[src/rtl/dep_pipe_tracker.sv]
// dep_pipe_tracker: tracks destination-register state of the AG/ME/EX stages
// and steers advance / hold / bubble / flush for the decode dependency check.
module dep_pipe_tracker (
  input  logic       CLK,
  input  logic       CLR,
  input  logic       D_V,
  input  logic [2:0] D_DRID1,
  input  logic [2:0] D_DRID2,
  input  logic       D_LD_GPR1,
  input  logic       D_LD_GPR2,
  input  logic       D_LD_SEG,
  input  logic       D_LD_CSEG,
  input  logic       D_LD_MM,
  input  logic       DEP_STALL,
  input  logic       ME_STALL,
  input  logic       FLUSH,
  output logic [2:0] AG_DRID1,
  output logic [2:0] AG_DRID2,
  output logic [2:0] ME_DRID1,
  output logic [2:0] ME_DRID2,
  output logic [2:0] EX_DRID1,
  output logic [2:0] EX_DRID2,
  output logic       V_AG_LD_GPR1,
  output logic       V_AG_LD_GPR2,
  output logic       V_AG_LD_SEG,
  output logic       V_AG_LD_CSEG,
  output logic       V_AG_LD_MM,
  output logic       V_ME_LD_GPR1,
  output logic       V_ME_LD_GPR2,
  output logic       V_ME_LD_SEG,
  output logic       V_ME_LD_CSEG,
  output logic       V_ME_LD_MM,
  output logic       V_EX_LD_GPR1,
  output logic       V_EX_LD_GPR2,
  output logic       V_EX_LD_SEG,
  output logic       V_EX_LD_CSEG,
  output logic       V_EX_LD_MM,
  output logic       D_LD_EN,
  output logic       AG_BUBBLE,
  output logic [1:0] PIPE_STATE,
  output logic [15:0] STALL_CNT,
  output logic       DEP_ERR
);

  localparam int unsigned RID_W  = 3;
  localparam int unsigned LD_W   = 5;
  localparam int unsigned CNT_W  = 16;
  localparam int unsigned CSC_W  = 3;
  localparam logic [CSC_W-1:0] CSC_MAX  = CSC_W'(4);
  localparam logic [CSC_W-1:0] CSC_TRIP = CSC_W'(3);
  localparam logic [CNT_W-1:0] CNT_MAX  = {CNT_W{1'b1}};

  // Per-stage payload; vld holds load bits already qualified by stage valid,
  // ordered {mm, cseg, seg, gpr2, gpr1}.
  typedef struct packed {
    logic [RID_W-1:0] drid1;
    logic [RID_W-1:0] drid2;
    logic [LD_W-1:0]  vld;
  } stage_t;

  typedef enum logic [1:0] {
    ST_RUN  = 2'd0,
    ST_DEPW = 2'd1,
    ST_MEMW = 2'd2
  } pipe_state_e;

  stage_t           ag_q, me_q, ex_q;
  stage_t           ag_d, me_d, ex_d;
  stage_t           dec_stage;
  logic             bubble_q, bubble_d;
  pipe_state_e      state_q, state_d;
  logic [CNT_W-1:0] cnt_q, cnt_d;
  logic [CSC_W-1:0] csc_q, csc_d;
  logic             err_q, err_d;

  // Decode-stage fields packaged as a candidate AG entry.
  always_comb begin
    dec_stage       = '0;
    dec_stage.drid1 = D_DRID1;
    dec_stage.drid2 = D_DRID2;
    dec_stage.vld   = D_V ? {D_LD_MM, D_LD_CSEG, D_LD_SEG, D_LD_GPR2, D_LD_GPR1}
                          : LD_W'(0);
  end

  // Decode latch enable: flush always reopens decode, otherwise any stall closes it.
  assign D_LD_EN = FLUSH | (~ME_STALL & ~DEP_STALL);

  // Next-state selection with priority flush > memory stall > dependency stall > advance.
  always_comb begin
    ag_d     = ag_q;
    me_d     = me_q;
    ex_d     = ex_q;
    bubble_d = bubble_q;
    state_d  = state_q;
    cnt_d    = cnt_q;
    csc_d    = csc_q;
    err_d    = err_q;

    if (FLUSH) begin
      ag_d.vld = '0;
      me_d.vld = '0;
      ex_d.vld = '0;
      bubble_d = 1'b0;
      state_d  = ST_RUN;
      csc_d    = '0;
    end else if (ME_STALL) begin
      // AG and ME hold; the EX slot drains to invalid.
      ex_d     = me_q;
      ex_d.vld = '0;
      state_d  = ST_MEMW;
    end else if (DEP_STALL) begin
      // Inject a bubble into AG while older entries keep moving.
      ag_d     = dec_stage;
      ag_d.vld = '0;
      me_d     = ag_q;
      ex_d     = me_q;
      bubble_d = 1'b1;
      state_d  = ST_DEPW;
      if (cnt_q != CNT_MAX) begin
        cnt_d = cnt_q + CNT_W'(1);
      end
      if (csc_q >= CSC_TRIP) begin
        err_d = 1'b1;
      end
      if (csc_q != CSC_MAX) begin
        csc_d = csc_q + CSC_W'(1);
      end
    end else begin
      ag_d     = dec_stage;
      me_d     = ag_q;
      ex_d     = me_q;
      bubble_d = 1'b0;
      state_d  = ST_RUN;
      csc_d    = '0;
    end
  end

  // Pipeline tracking and control state registers.
  always_ff @(posedge CLK or negedge CLR) begin
    if (!CLR) begin
      ag_q     <= '0;
      me_q     <= '0;
      ex_q     <= '0;
      bubble_q <= 1'b0;
      state_q  <= ST_RUN;
      cnt_q    <= '0;
      csc_q    <= '0;
      err_q    <= 1'b0;
    end else begin
      ag_q     <= ag_d;
      me_q     <= me_d;
      ex_q     <= ex_d;
      bubble_q <= bubble_d;
      state_q  <= state_d;
      cnt_q    <= cnt_d;
      csc_q    <= csc_d;
      err_q    <= err_d;
    end
  end

  // Output mapping straight from the registers.
  assign AG_DRID1 = ag_q.drid1;
  assign AG_DRID2 = ag_q.drid2;
  assign ME_DRID1 = me_q.drid1;
  assign ME_DRID2 = me_q.drid2;
  assign EX_DRID1 = ex_q.drid1;
  assign EX_DRID2 = ex_q.drid2;

  assign {V_AG_LD_MM, V_AG_LD_CSEG, V_AG_LD_SEG, V_AG_LD_GPR2, V_AG_LD_GPR1} = ag_q.vld;
  assign {V_ME_LD_MM, V_ME_LD_CSEG, V_ME_LD_SEG, V_ME_LD_GPR2, V_ME_LD_GPR1} = me_q.vld;
  assign {V_EX_LD_MM, V_EX_LD_CSEG, V_EX_LD_SEG, V_EX_LD_GPR2, V_EX_LD_GPR1} = ex_q.vld;

  assign AG_BUBBLE  = bubble_q;
  assign PIPE_STATE = state_q;
  assign STALL_CNT  = cnt_q;
  assign DEP_ERR    = err_q;

endmodule
[config.mk]
export PLATFORM = sky130hd
export DESIGN_NAME = dep_pipe_tracker
export DESIGN_NICKNAME = d
export VERILOG_FILES = /design/src/rtl/dep_pipe_tracker.sv
export SDC_FILE = /design/constraint.sdc
export NUM_CORES = 1
export LEC_CHECK = 0
export CAP_MARGIN = 20
export CORE_ASPECT_RATIO = 1.5
export CORE_MARGIN = 2
export CORE_UTILIZATION = 50
export DETAILED_ROUTE_END_ITERATION = 16
export PLACE_DENSITY = 0.92
export RECOVER_POWER = 50
export SLEW_MARGIN = 20
export SYNTH_ARGS = -nofsm -noshare
export SYNTH_HDL_FRONTEND = slang
export SYNTH_SLANG_ARGS = --single-unit
[constraint.sdc]
create_clock -name CLK -period 3.7 [get_ports CLK]
set_input_delay 0.925 -clock CLK [delete_from_list [all_inputs] [get_ports CLK]]
set_output_delay 0.925 -clock CLK [all_outputs]
set_load 0.05 [all_outputs]
==> qor.yml, run 1 <==
synth_register_bits: 56
wl_met1_mm: 1.979
timing_worst_setup_path_type: "in2out"
xor_share: 0.05341
place_congestion: 0.7891
synth.top_cells.by_count: "sky130_fd_sc_hd__dfrtp_1 (56), sky130_fd_sc_hd__mux2_2 (18), sky130_fd_sc_hd__xor2_1 (15)"
area_share_clock_buf_inv: 0.02731
yosysWarningCount: 0
final.min_clock_period_ps: 3120
placement.setup.worst_slack_ps: 707.4
status: "complete, no violations"
highest_layer_used_for_signal_routing: "met4"
layout.non_clock_inverters: 6
cts_setup_buffers: 0
numSequentialCells: 56
grt_util_met2: 0.3484
pin_count: 71
number_of_core_rows: 31
crit_slowest_cell: "sky130_fd_sc_hd__dlygate4sd3_1"
layout_top_cells_excl_fill_tap: "sky130_fd_sc_hd__clkdlybuf4s50_1 (66), sky130_fd_sc_hd__dfrtp_1 (56), sky130_fd_sc_hd__mux2_2 (18)"
port_buffers: 70
top_area_frac: 0.5697
fill_cells: 362
rrSetupSlack_ps: 1560
worstSetupEndpointType: "output port"
ys_sh_simple: 0.1653
yosys_most_used_dff: "sky130_fd_sc_hd__dfrtp_1"
syn_area_mm2: 0.002460
post-route-drc-count: 0
pwr-share-seq: 0.459
critical_path.max_stage_delay_ps: 840
antennaDiodeCount: 0
power.share.clock: 0.201
bufAreaShareNonClock: 0.2174
yosysCellCount: 198
worstSetupEndpoint: "D_LD_EN"
hpwl_mm: 3.898
tapcells: 66
tritoncts: "built"
detail_route.first_pass.iterations: 4
switching_power_uw: 622.2
mux_share: 0.1073
finish.net_count: 291
lay_top_count: "sky130_fd_sc_hd__clkdlybuf4s50_1"
core_region_area_mm2: 0.004771
pg_comb_uw: 564
fp_util: 0.5156
fin_worst_skew_ps: 4.235
enable_flop_cells: 0
leak_pwr_uw: 0.001463
dominant_power_group: "registers"
max_cap_violations: 0
synthesis.area_per_instance_um2: 12.42
number_of_global_route_vias_before_repair: 1727
p_total_uw: 1661
final_min_period_over_clock_period: 0.8433
yosys_top_cell_by_area: "sky130_fd_sc_hd__dfrtp_1"
post-route-worst-setup-slack_ps: 579.7
finish.instance_area_mm2: 0.003298
tightestPinTransition_ps: 1339
grt_setup_unrepaired: "no"
fraction_of_synthesis_flops_using_an_asynchronous_set_or_reset_pin: 1.000
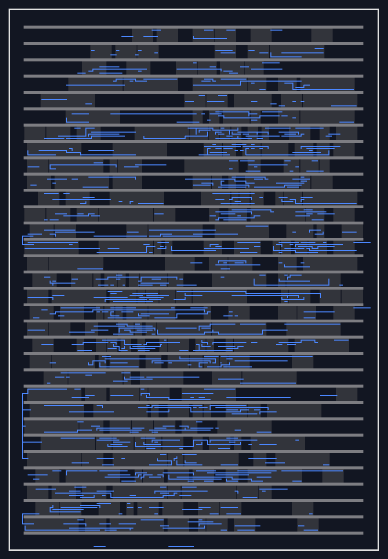
Fig. 1. Met1 routing (run 1).
Scale: 6 px per um. Supply wires on this layer in gray. Cells faint in the background.
- wire length on this layer: 1,980 um
- main direction: horizontal
- nets with wire on the layer: 244
fraction of met1 tracks used by global routing: 0.2505
DR vias: 1,765
Final Routed Wirelength: 5.261 mm

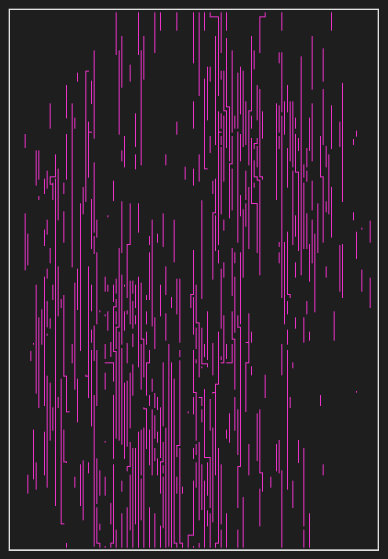
Fig. 2. Signal wires on met2 (run 1).
Scale: 6 px per um.
- nets with wire on the layer: 256
- main direction: vertical
- wire length on this layer: 2,900 um
- share of all routed wire: 55%

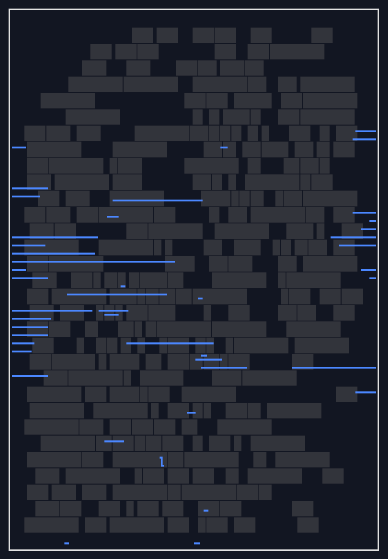
Fig. 3. Met3 routing (run 1).
Scale: 6 px per um. Cells faint in the background.
- share of all routed wire: 4.6%
- wire length on this layer: 244 um
- main direction: horizontal
GRT met3 Usage: 0.03885

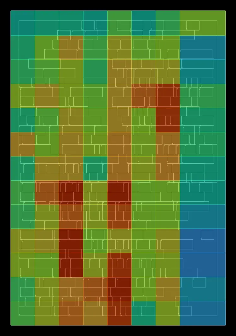
Fig. 4. Track usage over the die (run 1).
Top Usage Layer GRT: met2
utilization of the core after routing: 0.6913

Fig. 5: run 1, clock network drawn from the DEF
Scale: 3 px per um.
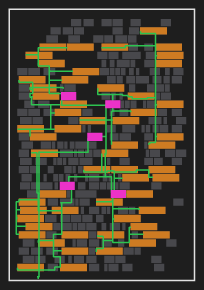

==> run 2: changes to the inputs <==
- CORE_UTILIZATION: 50 -> 43
- PLACE_DENSITY: 0.92 -> 0.84
- clock period: 3.7 -> 2.5 ns (I/O delays scaled with it)
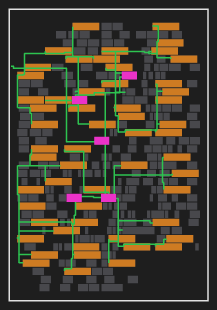
Fig. 6. Clock network drawn from the DEF (run 2).
Scale: 3 px per um.
- clock wires: green (length 620 um)
- clock drivers: magenta (count 5)
- flip-flops: orange (count 56)
- flops lie: spread over the die

==> qor.yml, run 2 <==
rrSetupSlack_ps: 680
worstSetupEndpointType: "output port"
drt_iter0_drc: 98
placement.setup.worst_slack_ps: 260.6
fill_cells: 459
layout.non_clock_inverters: 6
status: "complete, but fails checks"
groute.layer.met3.usage: 0.03488
tapcells: 70
global_route.peak_usage_layer: "met2"
place_congestion: 0.7571
cts_setup_buffers: 0
crit_slowest_cell: "sky130_fd_sc_hd__dlygate4sd3_1"
wl_met1_mm: 2.020
max_cap_violations: 1
lay_top_count: "sky130_fd_sc_hd__clkdlybuf4s50_1"
yosysCellCount: 198
placedInstanceArea_mm2: 0.003273
enable_flop_cells: 0
hpwl_mm: 3.764
pwr-share-seq: 0.443
syn_area_mm2: 0.002460
tightestPinTransition_ps: 1793
number_of_core_rows: 33
critical_path.max_stage_delay_ps: 580
routed-via-count: 1740
post-route-drc-count: 0
start_point_of_the_worst_min_delay_path: "AG_BUBBLE"
fin_worst_skew_ps: 9.713
final-max-slew-violation-count: 35
violations: "max-capacitance violations, max-slew violations"
timing_worst_setup_path_type: "in2out"
top_area_frac: 0.5697
area_share_clock_buf_inv: 0.03219
antennaDiodeCount: 0
groute.layer.met1.usage: 0.2089
final.min_clock_period_ps: 2328
synthesis.area_per_instance_um2: 12.42
detail_route.first_pass.iterations: 4
pg_comb_uw: 828
bufAreaShareNonClock: 0.2249
post-route-worst-setup-slack_ps: 171.9
layout_top_cells_excl_fill_tap: "sky130_fd_sc_hd__clkdlybuf4s50_1 (65), sky130_fd_sc_hd__dfrtp_1 (56), sky130_fd_sc_hd__mux2_2 (18)"
finish.instance_area_mm2: 0.003343
numSequentialCells: 56
leak_pwr_uw: 0.001494
pin_count: 71
tritoncts: "built"
yosys.cell_count.top_type: "sky130_fd_sc_hd__dfrtp_1"
grt_util_met2: 0.2984
synth_register_bits: 56
switching_power_uw: 921.4
synth.top_cells.by_count: "sky130_fd_sc_hd__dfrtp_1 (56), sky130_fd_sc_hd__mux2_2 (18), sky130_fd_sc_hd__xor2_1 (15)"
dominant_power_group: "registers"
core_region_area_mm2: 0.005492
grt_setup_unrepaired: "no"
yosys_most_used_dff: "sky130_fd_sc_hd__dfrtp_1"
worstSetupEndpoint: "D_LD_EN"
ys_sh_simple: 0.1653
port_buffers: 70
wirelength_mm: 5.000
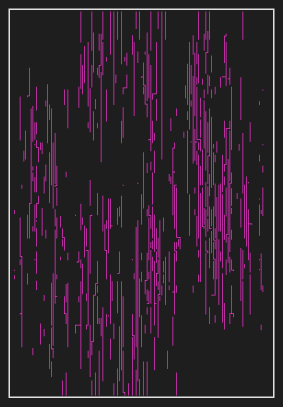
Fig. 7. Signal wires on met2 (run 2).
Scale: 4 px per um.
- nets with wire on the layer: 253
- longest straight run: 40.1 um

No activity file was given, so power comes from the tool's default toggle rates.
